**Run 1: met2 routing**

Scale: 4 px per um.
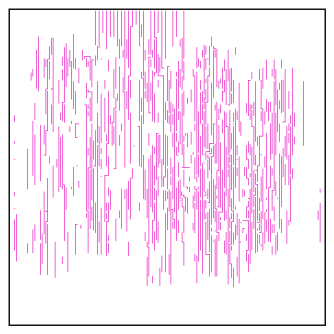
**Run 1: metal 3**

Scale: 4 px per um. Cells faint in the background.
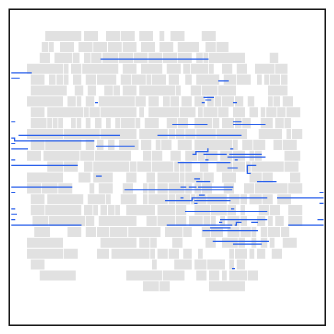
**Run 1: power grid**

Scale: 4 px per um. Pins as bars on the die edge. Tap cells in gray.
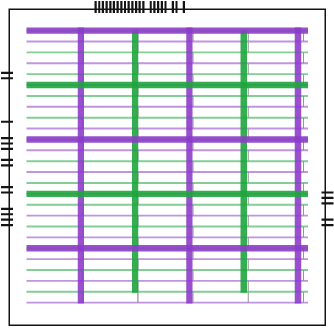
Design ttl_and_gate_scheduler_flat, sky130hd; sources not shown.
==> flow_summary.toml, run 1 <==
# synthesis and place-and-route metrics
[layout]
seq_area_um2 = 678
final_common_cell = "clkdlybuf4s50_1"
fillers = 360
final_util = 0.694
layout-drive-gt1-share = 0.274
nets = 377
comb_area_um2 = 1770
final_cell_mix = "clkdlybuf4s50_1 (40), buf_4 (35), dfrtp_1 (25)"
syn_to_final_growth_pct = 35.9

[critical_path]
critPathMaxStageDelay_ns = 0.54
arrival_ns = 3.53
crit_slowest_cell = "or4_4"
startpoint_type = "flip-flop"
endpoint_kind = "flip-flop"
worst_r2r_path_depth = 13
worst-path-buf-inv = 2
path_max_fanout = 8
r2r_setup_slack_ns = 0.04
cp_num_cells = 13
critPathKind = "flip-flop to flip-flop"
cpLargestDelayFamily = "AND-OR/OR-AND gates"
worstPathCellList = "inv_8 > ha_4 > inv_1 > fa_2 > or4_4 > a211oi_4 > nand3b_4 > mux2i_2 > a221o_1 > a21oi_4 > mux2_4 > a22oi_2 > o21ai_1"

[worst_hold_path]
min_path_type = "flip-flop to flip-flop"
min_delay_path_depth = 1

[route]
met3WireLength_um = 438
top_layer = "met4"
drc = 0
wl_met1_mm = 2.70
drt-vias-per-instance = 5.88
dr.pass1.iters = 4
route.met2.wl_mm = 3.47
drtAntennaViolNets = 0
wl_per_cell_um = 16.6
first_iter_violations = 203

[synthesis]
synth.top_cell.area_share = 0.277
ys_sh_xor = 0.0138
synth_area_um2 = 2440
synth_seq_share = 0.277
ys_sh_simple = 0.209
netlist_top_cells_area = "dfrtp_1 (28%), ha_1 (6.1%), mux2i_1 (6.1%), mux2_2 (3.7%), nand2_1 (3.4%)"
logic_family = "AND-OR/OR-AND gates"
syn_inst = 269
synthDistinctLibCells = 67
fp_nets = 305
ys.flops = 27
synth.avg_cell_area_um2 = 9.08
mux_share = 0.131
ys_sh_adder = 0.0697
yosys-stat-cells = 269
synth_chip_area_um2 = 2440
yosys_warnings = 0
common_cells = "dfrtp_1 (27), nand2_1 (22), nor2_1 (18)"
flop_cell = "dfrtp_1"
edf_count = 0
yosysMostFrequentCell = "dfrtp_1"
largest_area_cell = "dfrtp_1"

[clock_network]
cts.htree.levels = 1
hold_buffers = 0
clk_pin_slew_ns = 0.10
cts_sinks = 27
clkLatencyLatePin_ns = 0.28
cts_resized = 3
numCtsBuffers = 3
clock_path_buffers = 2
root_buffer = "clkbuf_8"
cts_setup_buffers = 1

[placement]
place_ws_ns = -0.0531
dp_hpwl_mm = 5.32
port_buffers = 40

[sta]
finalWorstSetupSlack_ns = 0.0436
fmax_ghz = 0.298
drv_slew = 0
fin_skew_ns = 0.0132
setup_tns_ns = 0
worst_pin_slew_ns = 0.480
setup_viol = 0
hold_viol_final = 0
rsz0062_at_grt = "yes"
slew_headroom = 0.679
period_minus_slack_ns = 3.36
hold_slack_ns = 0.492
finalClockPeriodUsage = 0.987

[flow_run]
maxCapViolCount = 0

[floorplan]
chipWidth_um = 78.6
num_rows = 25
dieArea_um2 = 6180
fp_util = 0.510

[global_route]
grt_pass1_vias = 2444
antenna_found_initial = 0
grt-ovfl-total = 0
grtUsageTotal = 0.221

[run_status]
status = "complete, no violations"
## Picture notes: 'met2 routing'
longest straight run	27.5 um
nets with wire on the layer	335
main direction	vertical
final WL: 6.78 mm
global-route met2 utilization: 0.394
via count: 2,394

## Picture notes: 'metal 3'
longest straight run	26.7 um
main direction	horizontal
wire length on this layer	439 um
share of all routed wire	6.5%
nets with wire on the layer	50
GRT met3 Usage: 0.0344

## Picture notes: 'power grid'
color	net
purple	VSS
green	VDD
met1 rails	26
met4 straps	5
rows	25
tap cells	67
CORE AREA: 4790 um^2
Die H: 78.6 um

-- run 1: metal layers --
layer,global-route usage,vias up
li1,-,1146
met2,0.394,101
met4,0.0787,0
met5,0,-
met3,0.0344,25
met1,0.267,1122
-- run 1: metrics by stage --
stage / std cells / area, um^2
after global routing: 407 / 3320
after global placement: 401 / 3170
after detailed placement: 401 / 3170
after floorplan: 269 / 2480
after CTS: 406 / 3240
final: 407 / 3320
-- run 1: cell type report --
type,instances,area share
multi-input combinational,218,0.533
clock inverter,1,0.00226
clock buffer,3,0.0124
sequential,27,0.204
inverter,15,0.0192
timing repair buffer,76,0.203
tap,67,0.0253
==> run 2, diff against run 1 <==
PLACE_DENSITY = 0.77   (was 0.84)
SLEW_MARGIN = 20   (was default)
==> run 2 against run 1 <==
Effect of this change: the flow now finishes with violations (negative setup slack); synthesized cell count unchanged; count of clock-buffer cells in the layout unchanged; routed wire length up 0.40%; setup slack worse by 0.059 ns; final cell count up 2.5%; global-route usage down 1.0 points; largest cell class unchanged.
==> flow_summary.toml, run 2 <==
# synthesis and place-and-route metrics
[sta]
setup_tns_ns = -0.0150
period_minus_slack_ns = 3.41
finalClockPeriodUsage = 1.00
hold_slack_ns = 0.494
slew_headroom = 0.663
worst_pin_slew_ns = 0.502
finalWorstSetupSlack_ns = -0.0150
hold_viol_final = 0
rsz0062_at_grt = "yes"
fmax_ghz = 0.293
drv_slew = 0
fin_skew_ns = 0.00817
setup_viol = 1

[critical_path]
startpoint_type = "flip-flop"
worst-path-buf-inv = 1
crit_slowest_cell = "dfrtp_2"
arrival_ns = 3.58
required_ns = 3.56
path_max_fanout = 8
cp_num_cells = 12
worst_r2r_path_depth = 12
worstPathCellList = "buf_4 > ha_2 > nand2b_2 > a31oi_2 > xnor2_2 > mux2i_2 > a31oi_4 > a221o_1 > a21oi_4 > mux2_4 > a22oi_2 > o21ai_1"
critPathMaxStageDelay_ns = 0.45
r2r_setup_slack_ns = -0.01
endpoint_kind = "flip-flop"
cpLargestDelayFamily = "AND-OR/OR-AND gates"
critPathKind = "flip-flop to flip-flop"

[floorplan]
ios = 41
fp_util = 0.510
dieArea_um2 = 6180
core_um2 = 4790
fp.dieH_um = 78.6
chipWidth_um = 78.6
num_rows = 25

[route]
drt-vias-per-instance = 5.78
wl_per_cell_um = 16.3
dr.pass1.iters = 4
drtAntennaViolNets = 0
first_iter_violations = 141
drc = 0

[layout]
final_common_cell = "buf_4"
layout-drive-gt1-share = 0.303
comb_area_um2 = 1790
fillers = 375
final_cell_mix = "buf_4 (45), clkdlybuf4s50_1 (40), dfrtp_1 (25)"
seq_area_um2 = 678
final_area_um2 = 3400
syn_to_final_growth_pct = 39.1
layout.cells.non_filler = 417
num_antenna_cells = 0
final_util = 0.710
nets = 387

[synthesis]
largest_area_cell = "dfrtp_1"
ys_sh_simple = 0.209
syn_inst = 269
synth_area_um2 = 2440
edf_count = 0
logic_family = "AND-OR/OR-AND gates"
synth_chip_area_um2 = 2440
synthArstFlopShare = 1.00
synth.avg_cell_area_um2 = 9.08
mux_share = 0.131
fp_nets = 305
synth.top_cell.area_share = 0.277
synthDistinctLibCells = 67
yosys-stat-cells = 269
ys_sh_xor = 0.0138
yosysMostFrequentCell = "dfrtp_1"
ys_sh_aoi = 0.257
netlist_top_cells_area = "dfrtp_1 (28%), ha_1 (6.1%), mux2i_1 (6.1%), mux2_2 (3.7%), nand2_1 (3.4%)"
synth_seq_share = 0.277
ys.flops = 27
yosys_warnings = 0
ys_sh_adder = 0.0697
common_cells = "dfrtp_1 (27), nand2_1 (22), nor2_1 (18)"
flop_cell = "dfrtp_1"

[placement]
port_buffers = 40
placed_area_um2 = 3200
gp_congestion = 0.950
dp.cells = 406
place_ws_ns = -0.0438
dp_hpwl_mm = 5.19

[clock_network]
cts_sinks = 27
cts_resized = 4
numCtsBuffers = 3
root_buffer = "clkbuf_8"
cts_tree = "built"
clk_pin_slew_ns = 0.10
cts_setup_buffers = 1
clkLatencyLatePin_ns = 0.28
hold_buffers = 0
clock_path_buffers = 2
cts.htree.levels = 1

[run_status]
status = "finished with violations"
violations = "negative setup slack"

[flow_run]
maxCapViolCount = 0
warning_count = 35

[worst_hold_path]
min_path_type = "flip-flop to flip-flop"
min_delay_path_depth = 1

[global_route]
grt_max_degree = 28
grt_pass1_vias = 2307
grt_pass1_wl_mm = 10.6
antenna_found_initial = 0
grt-ovfl-total = 0
==> run 2: metal layers <==
layer | vias up | GRT usage | routed length (um) | part of all wire
met5 | - | 0 | 0 | 0
met4 | 0 | 0.0577 | 124 | 0.018
met3 | 13 | 0.0344 | 367 | 0.054
met2 | 72 | 0.368 | 3450 | 0.51
met1 | 1148 | 0.268 | 2860 | 0.42
li1 | 1176 | - | - | -
==> run 2: final cells by class <==
| type | count | share of cell area |
|---|---|---|
| Timing Repair Buffer | 85 | 0.217 |
| Sequential cell | 27 | 0.200 |
| Clock buffer | 3 | 0.0122 |
| Clock inverter | 1 | 0.00221 |
| Inverter | 15 | 0.0188 |
| Tap cell | 67 | 0.0247 |
| Multi-Input combinational cell | 219 | 0.525 |
**Run 2: wiring by layer**

Scale: 4 px per um.
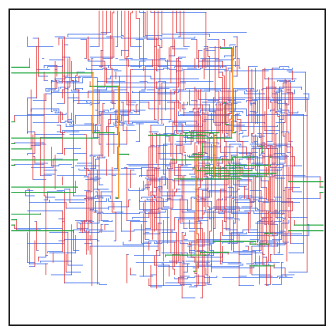
color	layer	wire length
red	metal 2	3,450 um
blue	metal 1	2,860 um
orange	metal 4	124 um
green	metal 3	368 um
via count: 2,409
GRT Util Overall: 0.211
final WL: 6.80 mm

